**src/rtl/led_decoder_ctrl.sv**
```systemverilog
// Registered select-to-LED driver with DECODE / BLINK / CHASE / BAR display modes.
// Optional PWM brightness gating is compiled in when LED_PWM_EN is defined.
module led_decoder_ctrl #(
    parameter int         SEL_W    = 3,
    parameter logic [2:0] EN_MATCH = 3'b100,
    parameter int         DIV_W    = 4
) (
    input  logic                     clk,
    input  logic                     rst,
    input  logic [2:0]               enable,
    input  logic [SEL_W-1:0]         switch,
    input  logic [1:0]               mode,
    input  logic [3:0]               duty,
    output logic [(1 << SEL_W)-1:0]  led
);
    localparam int N_LED = 1 << SEL_W;

    typedef enum logic [1:0] {
        MODE_DECODE = 2'd0,
        MODE_BLINK  = 2'd1,
        MODE_CHASE  = 2'd2,
        MODE_BAR    = 2'd3
    } mode_t;

    localparam logic [N_LED-1:0] ONE_N  = {{(N_LED-1){1'b0}}, 1'b1};
    localparam logic [N_LED:0]   TWO_N1 = {{(N_LED-1){1'b0}}, 2'b10};

    logic [DIV_W-1:0] r_presc;
    logic             r_phase;
    logic [SEL_W-1:0] r_pos;
    logic [1:0]       r_mode_q;
    logic [N_LED-1:0] r_led;

    mode_t            w_mode;
    logic             w_en;
    logic             w_tick;
    logic             w_chase_entry;
    logic             w_phase_next;
    logic [SEL_W-1:0] w_pos_next;
    logic [N_LED:0]   w_bar_wide;
    logic [N_LED-1:0] w_pattern;
    logic [N_LED-1:0] w_led_next;

    assign w_mode        = mode_t'(mode);
    assign w_en          = (enable == EN_MATCH);
    assign w_tick        = &r_presc;
    assign w_chase_entry = (w_mode == MODE_CHASE) && (r_mode_q != MODE_CHASE);
    // Extra top bit lets switch = N_LED-1 produce an all-ones bar mask.
    assign w_bar_wide    = (TWO_N1 << switch) - {{N_LED{1'b0}}, 1'b1};

    always_comb begin
        w_phase_next = r_phase;
        if (w_en && (w_mode == MODE_BLINK) && w_tick)
            w_phase_next = ~r_phase;
    end

    // Chase entry loads the start position even while the display is disabled.
    always_comb begin
        w_pos_next = r_pos;
        if (w_chase_entry)
            w_pos_next = switch;
        else if ((w_mode == MODE_CHASE) && w_en && w_tick)
            w_pos_next = r_pos + {{(SEL_W-1){1'b0}}, 1'b1};
    end

    always_comb begin
        w_pattern = '1;
        case (w_mode)
            MODE_DECODE: w_pattern = ~(ONE_N << switch);
            MODE_BLINK:  w_pattern = w_phase_next ? ~(ONE_N << switch) : '1;
            MODE_CHASE:  w_pattern = ~(ONE_N << w_pos_next);
            MODE_BAR:    w_pattern = ~w_bar_wide[N_LED-1:0];
            default:     w_pattern = '1;
        endcase
    end

`ifdef LED_PWM_EN
    logic [3:0] r_pwm;
    logic       w_pwm_on;

    assign w_pwm_on = (r_pwm < duty);

    always_ff @(posedge clk or posedge rst) begin
        if (rst)
            r_pwm <= '0;
        else
            r_pwm <= r_pwm + 4'd1;
    end

    always_comb begin
        w_led_next = '1;
        if (w_en)
            w_led_next = w_pattern | {N_LED{~w_pwm_on}};
    end
`else
    logic w_unused_duty;
    assign w_unused_duty = ^duty;

    always_comb begin
        w_led_next = '1;
        if (w_en)
            w_led_next = w_pattern;
    end
`endif

    always_ff @(posedge clk or posedge rst) begin
        if (rst) begin
            r_presc  <= '0;
            r_phase  <= 1'b0;
            r_pos    <= '0;
            r_mode_q <= MODE_DECODE;
            r_led    <= '1;
        end else begin
            r_presc  <= r_presc + {{(DIV_W-1){1'b0}}, 1'b1};
            r_phase  <= w_phase_next;
            r_pos    <= w_pos_next;
            r_mode_q <= mode;
            r_led    <= w_led_next;
        end
    end

    assign led = r_led;

endmodule
```
**config.mk**
```make
export PLATFORM = sky130hd
export DESIGN_NAME = led_decoder_ctrl
export DESIGN_NICKNAME = d
export VERILOG_FILES = /design/src/rtl/led_decoder_ctrl.sv
export SDC_FILE = /design/constraint.sdc
export NUM_CORES = 1
export LEC_CHECK = 0
export CORE_UTILIZATION = 51
export CTS_CLUSTER_SIZE = 25
export DETAILED_ROUTE_END_ITERATION = 10
export PLACE_DENSITY_LB_ADDON = 0.08
export SETUP_SLACK_MARGIN = 0.1
export SLEW_MARGIN = 5
export SYNTH_ARGS = -nofsm -noshare
export SYNTH_HDL_FRONTEND = slang
export SYNTH_SLANG_ARGS = --single-unit
```
**constraint.sdc**
```tcl
create_clock -name clk -period 2.2 [get_ports clk]
set_input_delay 0.33 -clock clk [delete_from_list [all_inputs] [get_ports clk]]
set_output_delay 0.33 -clock clk [all_outputs]
set_load 0.05 [all_outputs]
```
The clock network:
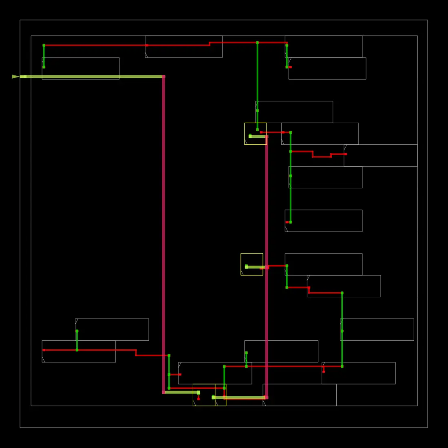
worst clock skew on the final layout: 11.0 ps
source-to-sink clock delay at the later pin of the worst-skew pair: 310 ps
power consumed by the clock network: 176 µW

Where the registers sit:
Other sequential cells in the stronger grey, the rest of the logic in the fainter grey.
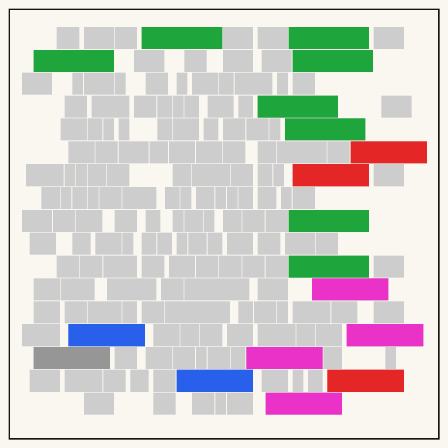
r_pos: in red, placed flops 3. r_presc: in magenta, placed flops 4, where south-east. r_mode_q: in blue, placed flops 2. led: in green, placed flops 8.
Another 1 sequential cells are not coloured.

==> run notes <==
Results of the implementation run.

Multi-input combinational cells in the finished layout were counted as 97. The flow ran to the end, and the final reports show no timing, DRC or antenna violations. The clock network fraction of design power is 21.5%. The area used by multi-input combinational logic came out at between 700 and 800 µm². During synthesis, Yosys emitted a total of 0 warnings. The cell count after synthesis came out at 132. The combinational share of cell area is 42.9%.

Summing the areas of all and, or, nand and nor instances in the mapped netlist gives about a quarter of the synthesized area. The report lists the number of cells resized after CTS as 7. The total negative setup slack came out at 0 ps.

The core occupancy in the finished layout came out at between 70% and 80%. The global-route track usage on met3 came out at 3.57%. The design has 18 sequential cells. The synthesis stat section lists a flop and latch total of 18. The proportion of netlist area held by the largest area contributor came out at 20.5%.

The signed area change from the synthesized netlist to the final layout is 37.9%. The post-synth count of flops with an enable pin is 0. The slack of the critical path came out at 159 ps. The area fraction of clock buffers and clock inverters is 1.56%. In this run switching power makes up approximately 33% of total power. The critical path is of the reg -> reg type. The most frequent cell after synthesis is dfrtp_1. The number of routed nets with antenna violations came out at 0.

The final non-filler cell total came out at 203. The max-slew violation total from the final report came out at 0. The worst reg-to-reg path cell count came out at 8. According to the report, the first pass of detailed routing completed in 4 iterations. Per report_power, the sequential group accounts for 44.8% of the total.

Data on the critical path is required at its endpoint by 2420 ps. After synthesis, the share of flip-flops with an asynchronous set or reset is 100%. The average via count per standard cell came out at 5.86. The site row count is 17. Yosys stat counts 132 cells in the synthesized netlist. Endpoints with negative setup slack in the final report add up to 0. Overall power consumption after layout is estimated at 818 µW. The clock net sink count came out at 18.

Based on the critical path, the design can be clocked at up to approximately 0.49 GHz. The slowest stage of the critical path belongs to the cell dfrtp_1. Ranked by instance count, the synthesized netlist is headed by dfrtp_1 (10), nand2_1 (9), nor2_1 (9), dfstp_2 (8), inv_1 (7).

In the per-layer breakdown of the detailed-route log, met1 shows 1400 µm. The number of buffers added by the clock tree synthesis step came out at 3. The cell type with the largest total area is dfrtp_1. The number of antenna diodes in the final layout is 0. The tapcell count is 28. The chip area line of the yosys report came out at 0.00122 mm². The cts-stage hold buffer count is 0. Per the detail_route report, DRC violations left total 0. The number of setup buffers added after CTS came out at 2. Per the GRT log, the top usage layer is met2. In this run the power density over the cells is 486 mW/mm². Broken down by cell family, the worst path's largest delay share belongs to simple AND/OR/NAND/NOR gates. The tally of unique sky130hd cells used after synthesis came out at 48. The average cell area after synthesis came out at approximately 9.3 µm². Signal nets in the final route climb as high as met4. In the power breakdown, the internal column shows 545 µW.

The H-tree level count is 1. The largest net degree at the start of global routing is 19. The post-layout period usage of the worst path came out at slightly above 90%.

Sequential cells make up 27.3% of the cell area. The power group with the largest share is registers. The area taken by flip-flops and latches came out at 460 µm². Summing every instance area after synthesis gives roughly 0.0012 mm². The proportion of synthesized chip area in sequential cells is 37.7%.

Across the run, the number of max-cap violations was 0.
Gate families picked out:
The bar under the picture is 20 µm long.
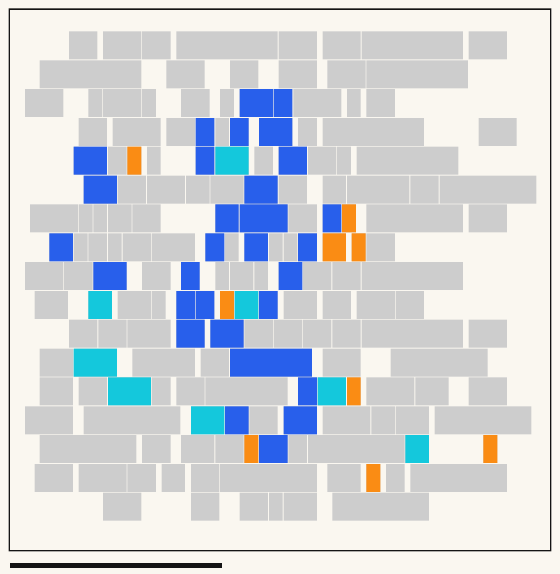
inverting AOI/OAI gates: in blue, cells 30, most used a21oi_1. AND and OR gates: in cyan, cells 8, most used and2b_2. inverters: in orange, cells 9, most used inv_1.

Signal wires by layer:
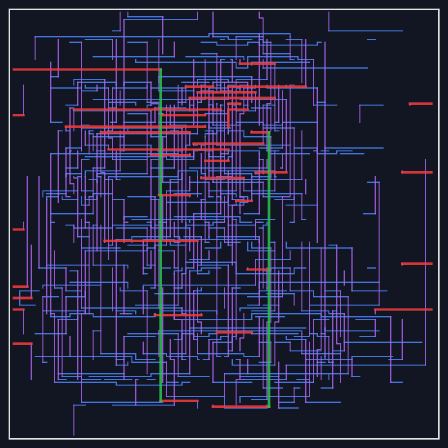
met1: in blue, wire length 1,400 µm. met2: in purple, wire length 1,530 µm. met4: in green, wire length 72.1 µm. met3: in red, wire length 212 µm.

Power is estimated from default activity; no workload was simulated.
